### Logic cells by family

Drawn at 6 px/um.
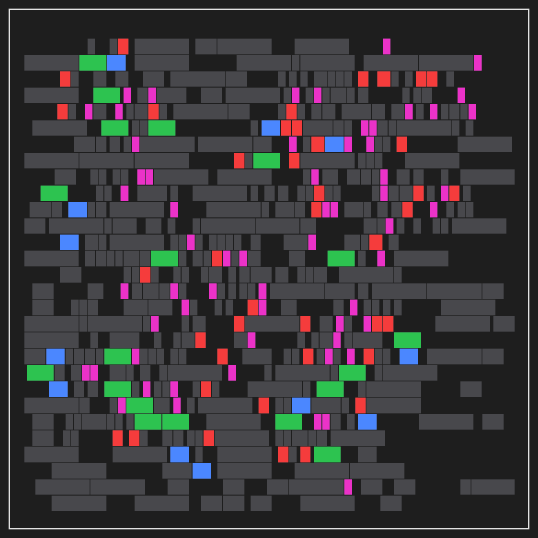
### Sequential cells grouped by signal name

Drawn at 6 px/um.
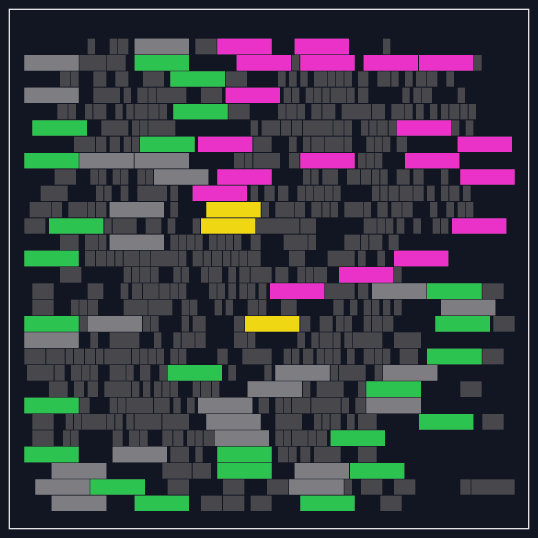
### Layout detail

Region (23, 40) to (63, 80) um. Cells in grey, sequential cells in the stronger grey; small squares are vias.
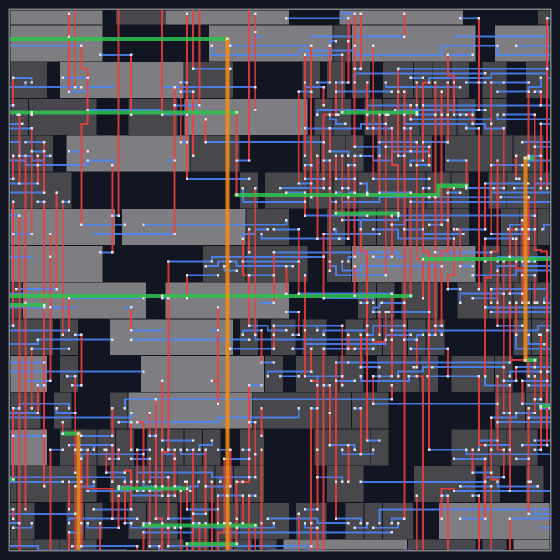
==> src/rtl/stopwatch_timebase_ctrl_if.sv <==
// Mode-level inputs from the button handler and registered BCD display outputs
// of the stopwatch timebase controller, with master (driver) and slave (controller) views.
interface stopwatch_timebase_ctrl_if;
  logic       clear;
  logic       prepare_start;
  logic       running;
  logic       lap;
  logic [7:0] disp_min;
  logic [7:0] disp_sec;
  logic [7:0] disp_cs;
  logic       overflow;
  logic       lap_active;

  modport master (
    output clear, prepare_start, running, lap,
    input  disp_min, disp_sec, disp_cs, overflow, lap_active
  );

  modport slave (
    input  clear, prepare_start, running, lap,
    output disp_min, disp_sec, disp_cs, overflow, lap_active
  );
endinterface

==> src/rtl/stopwatch_timebase_ctrl.sv <==
// Stopwatch timebase: prescaler, saturating BCD mm:ss.cc counter and display registers.
// Optional lap-hold display freeze is built only when STOPWATCH_LAP_HOLD_EN is defined.
module stopwatch_timebase_ctrl #(
  parameter int TICK_DIV = 500_000
) (
  input logic                       clk,
  input logic                       rst_n,
  stopwatch_timebase_ctrl_if.slave  bus
);

  localparam int              PW         = (TICK_DIV > 1) ? $clog2(TICK_DIV) : 1;
  localparam logic [PW-1:0]   PRESC_LAST = PW'(TICK_DIV - 1);
  // Digit order from MSB: min tens, min units, sec tens, sec units, cs tens, cs units
  localparam logic [23:0]     CNT_MAX    = 24'h59_5999;

  typedef enum logic [2:0] {IDLE, ARMED, COUNT, PAUSED, HALT} state_t;

  state_t        state_q;
  logic [PW-1:0] presc_q;
  logic [23:0]   cnt_q;
  logic [23:0]   disp_q;
  logic          ovf_q;
  logic          hold_q;

  logic          tick_d;
  logic [PW-1:0] presc_d;
  logic [23:0]   cnt_d;

  function automatic logic [23:0] bcd_inc(input logic [23:0] c);
    logic [23:0] n;
    logic        cy;
    logic [3:0]  lim;
    n  = c;
    cy = 1'b1;
    for (int i = 0; i < 6; i++) begin
      lim = (i == 3 || i == 5) ? 4'd5 : 4'd9;
      if (cy) begin
        if (n[i*4 +: 4] >= lim) begin
          n[i*4 +: 4] = 4'd0;
        end else begin
          n[i*4 +: 4] = n[i*4 +: 4] + 4'd1;
          cy          = 1'b0;
        end
      end
    end
    return n;
  endfunction

  assign tick_d  = (state_q == COUNT) && (presc_q == PRESC_LAST);
  assign presc_d = tick_d ? '0 : presc_q + PW'(1);
  assign cnt_d   = bcd_inc(cnt_q);

`ifdef STOPWATCH_LAP_HOLD_EN
  logic lap_tgl;
  assign lap_tgl = bus.lap && (state_q == COUNT || state_q == PAUSED);

  always_ff @(posedge clk or negedge rst_n) begin
    if (!rst_n) begin
      hold_q <= 1'b0;
    end else if (bus.clear) begin
      hold_q <= 1'b0;
    end else if (lap_tgl) begin
      hold_q <= !hold_q;
    end
  end
`else
  logic unused_lap;
  assign unused_lap = bus.lap;
  assign hold_q     = 1'b0;
`endif

  always_ff @(posedge clk or negedge rst_n) begin
    if (!rst_n) begin
      state_q <= IDLE;
      presc_q <= '0;
      cnt_q   <= '0;
      disp_q  <= '0;
      ovf_q   <= 1'b0;
    end else begin
      // The hold flag is sampled before its own update, so the entering cycle still captures
      if (!hold_q) disp_q <= cnt_q;
      if (bus.clear) begin
        state_q <= IDLE;
        presc_q <= '0;
        cnt_q   <= '0;
        ovf_q   <= 1'b0;
      end else begin
        case (state_q)
          IDLE: begin
            presc_q <= '0;
            if (bus.prepare_start)  state_q <= ARMED;
            else if (bus.running)   state_q <= COUNT;
          end
          ARMED: begin
            presc_q <= '0;
            if (!bus.prepare_start && bus.running) state_q <= COUNT;
          end
          COUNT: begin
            if (tick_d && cnt_q == CNT_MAX) begin
              ovf_q   <= 1'b1;
              presc_q <= '0;
              state_q <= HALT;
            end else begin
              presc_q <= presc_d;
              if (tick_d) cnt_q <= cnt_d;
              // A tick landing on the same cycle as a mode change is still applied
              if (bus.prepare_start) begin
                presc_q <= '0;
                state_q <= ARMED;
              end else if (!bus.running) begin
                state_q <= PAUSED;
              end
            end
          end
          PAUSED: begin
            if (bus.prepare_start) begin
              presc_q <= '0;
              state_q <= ARMED;
            end else if (bus.running) begin
              state_q <= COUNT;
            end
          end
          HALT: begin
            state_q <= HALT;
          end
          default: begin
            state_q <= IDLE;
          end
        endcase
      end
    end
  end

  assign bus.disp_min   = disp_q[23:16];
  assign bus.disp_sec   = disp_q[15:8];
  assign bus.disp_cs    = disp_q[7:0];
  assign bus.overflow   = ovf_q;
  assign bus.lap_active = hold_q;

endmodule

==> src/flat_wrapper.sv <==
// flat-port wrapper written by rule: the top's interface ports become plain ports
module stopwatch_timebase_ctrl_flat 
#(
  parameter int TICK_DIV = 500_000
)
  (clk, rst_n, bus_clear, bus_prepare_start, bus_running, bus_lap, bus_disp_min, bus_disp_sec, bus_disp_cs, bus_overflow, bus_lap_active);
  stopwatch_timebase_ctrl_if bus_i ();
  input logic clk;
  input logic rst_n;
  input wire logic [$bits(bus_i.clear)-1:0] bus_clear;
  input wire logic [$bits(bus_i.prepare_start)-1:0] bus_prepare_start;
  input wire logic [$bits(bus_i.running)-1:0] bus_running;
  input wire logic [$bits(bus_i.lap)-1:0] bus_lap;
  output wire logic [$bits(bus_i.disp_min)-1:0] bus_disp_min;
  output wire logic [$bits(bus_i.disp_sec)-1:0] bus_disp_sec;
  output wire logic [$bits(bus_i.disp_cs)-1:0] bus_disp_cs;
  output wire logic [$bits(bus_i.overflow)-1:0] bus_overflow;
  output wire logic [$bits(bus_i.lap_active)-1:0] bus_lap_active;
  assign bus_i.clear = bus_clear;
  assign bus_i.prepare_start = bus_prepare_start;
  assign bus_i.running = bus_running;
  assign bus_i.lap = bus_lap;
  assign bus_disp_min = bus_i.disp_min;
  assign bus_disp_sec = bus_i.disp_sec;
  assign bus_disp_cs = bus_i.disp_cs;
  assign bus_overflow = bus_i.overflow;
  assign bus_lap_active = bus_i.lap_active;
  stopwatch_timebase_ctrl #(.TICK_DIV(TICK_DIV)) u_core (.clk(clk), .rst_n(rst_n), .bus(bus_i));
endmodule
==> config.mk <==
export PLATFORM = sky130hd
export DESIGN_NAME = stopwatch_timebase_ctrl_flat
export DESIGN_NICKNAME = d
export VERILOG_FILES = /design/src/rtl/stopwatch_timebase_ctrl_if.sv /design/src/rtl/stopwatch_timebase_ctrl.sv /design/src/flat_wrapper.sv
export SDC_FILE = /design/constraint.sdc
export NUM_CORES = 1
export LEC_CHECK = 0
export ABC_AREA = 1
export CORE_MARGIN = 2
export CORE_UTILIZATION = 55
export DETAILED_ROUTE_END_ITERATION = 16
export PLACE_DENSITY = 0.76
export SYNTH_ARGS = -nofsm -noshare
export SYNTH_HDL_FRONTEND = slang
export SYNTH_SLANG_ARGS = --single-unit
==> constraint.sdc <==
create_clock -name clk -period 2.45 [get_ports clk]
set_input_delay 0.735 -clock clk [delete_from_list [all_inputs] [get_ports clk]]
set_output_delay 0.735 -clock clk [all_outputs]
set_load 0.005 [all_outputs]
==> impl_metrics.yaml <==
# flow metrics
status:
  status: "finished clean"
critical_path:
  crit_chain: "ha_1 > nand3_1 > nor2_1 > nand2_1 > nor2_2 > nand2_2 > a21oi_1 > nor2_1 > nand2_1 > nand2_1"
  path_common_cell: "nand2_1"
  critPathLaunchType: "register"
  crit_slowest_cell: "dfrtp_1"
layout:
  fin_nets: 521
  final_layout_size_suffix_gt1_frac: 0.0898
synthesis:
  ys_sh_simple: 0.294
  mux_area_frac: 0
  syn_inst: 455
  top_cells_by_area: "dfrtp_1, nand2_1, ha_1, nor2_1, inv_1"
  synth-edff-count: 0
grt:
  grt_pass1_vias: 2985
  antenna_found_initial: 0
clocking:
  cts_sinks: 71
  cts_resized: 0
  hold_buffers: 0
placed_design:
  place_congestion: 0.893
  placed_area_um2: 4130
floorplanning:
  initCoreUtil: 0.577
  rows: 29
drt:
  drt_pass1_iterations: 4
final_timing:
  drv_slew: 0
  hold_viol_final: 0
job:
  maxCapViolCount: 0
Back to the opening pictures, 'Logic cells by family':
[blue] XOR/XNOR gates | cells: 12 | most used: xor2_1
[red] inverting AOI/OAI gates | cells: 40 | most used: o21ai_0
[green] adder and majority cells | cells: 19 | most used: ha_1
[magenta] inverters | cells: 60 | most used: inv_1
logic share of the area: 0.391
Final Non-Filler Cells: 578
most numerous logic cell after layout: nand2_1

Back to the opening pictures, 'Sequential cells grouped by signal name':
[magenta] `u_core.presc_q` | placed flops: 19
[yellow] `u_core.state_q` | placed flops: 3
[green] `u_core.disp_q` | placed flops: 24 | where: spread over the die
not coloured: 25
Seq. pwr: 0.00156 W
utilization after layout: 0.666

Back to the opening pictures, 'Layout detail':
[red] met2
[blue] met1
[green] met3
[orange] met4
most frequent: nand2_1 (33), nor2_1 (23), inv_1 (19)
cells with their middle in the window: 152
netlist names of flops here include: `u_core.presc_q` (8), `u_core.disp_q` (4), `u_core.cnt_q` (2)
sequential cells in the window: 16

==> where the power goes <==
part	internal (W)	switching, W	total [W]	leakage (nW)
sequential	0.00137	0.000191	0.00156	0.965
clock	0.000389	0.000455	0.000844	0.0918
combinational	0.000417	0.000458	0.000875	0.979
total	0.00218	0.00110	0.00328	2.04
==> cell families after synthesis <==
family,count (synthesis)
XOR/XNOR,12
buffers and inverters,66
AND/OR/NAND/NOR,242
flip-flops,71
AND-OR/OR-AND,44
other,1
adder cells (fa/ha/maj),19
==> state kept, by name (all words and copies together) (netlist names) <==
signal / flops
u_core.bus.overflow: 1
u_core.cnt_q: 24
u_core.presc_q: 19
u_core.disp_q: 24
u_core.state_q: 3
==> metrics by stage <==
step | hold slack, ps | util | setup slack [ps] | total power (W) | std cells
floorplan | 389 | - | 705 | 0.00208 | 455
detailed placement | 418 | 0.639 | 176 | 0.00246 | 562
finish | 371 | 0.666 | 443 | 0.00328 | 578
CTS | 412 | 0.666 | 454 | 0.00330 | 578
global placement | 415 | 0.639 | 205 | 0.00241 | 562
global route | 440 | 0.666 | 245 | 0.00352 | 578
==> area by class of cell <==
cell class | instances | area share
clock buffer | 10 | 0.0320
clock inverter | 6 | 0.00843
inverter | 60 | 0.0523
multi-input combinational | 318 | 0.391
sequential | 71 | 0.413
tap | 77 | 0.0224
timing repair buffer | 36 | 0.0814
==> cell usage in the layout, fill, tap and decap left out, types with 4 or more instances in the layout <==
master	netlist	layout
inv_1	58	58
a21oi_1	11	11
nand3_1	27	27
nand2_1	106	106
o21ai_0	25	25
ha_1	19	19
xor2_1	7	7
nor3_1	12	12
xnor2_1	5	5
nand2_2	6	6
clkinv_2	0	4
buf_4	1	6
clkdlybuf4s50_1	0	28
dfrtp_1	71	71
nor2_1	62	62
clkbuf_8	0	10
nand4_1	9	9
==> layer usage <==
metal / vias to the layer above / GRT usage / routed length (um)
met5: - / 0 / 0
met4: 0 / 0.101 / 169
met3: 14 / 0.0486 / 303
met2: 66 / 0.362 / 3470
met1: 1412 / 0.286 / 3370
li1: 1520 / - / -
==> final timing paths <==
path	startpoint	end	slack, ps	cells after the start
min in group clk	u_core.cnt_q[21]$_DFFE_PN0P_	u_core.disp_q[21]$_DFF_PN0_	430	0
hold reg to reg	u_core.cnt_q[21]$_DFFE_PN0P_	u_core.disp_q[21]$_DFF_PN0_	430	0
setup reg to reg	u_core.presc_q[0]$_DFFE_PN0P_	u_core.cnt_q[20]$_DFFE_PN0P_	440	10
hold / removal	rst_n	u_core.disp_q[19]$_DFF_PN0_	370	2
max in group asynchronous	rst_n	u_core.cnt_q[3]$_DFFE_PN0P_	1740	2
setup / recovery	u_core.presc_q[0]$_DFFE_PN0P_	u_core.cnt_q[20]$_DFFE_PN0P_	440	10
Power and IR drop assume default switching activity.
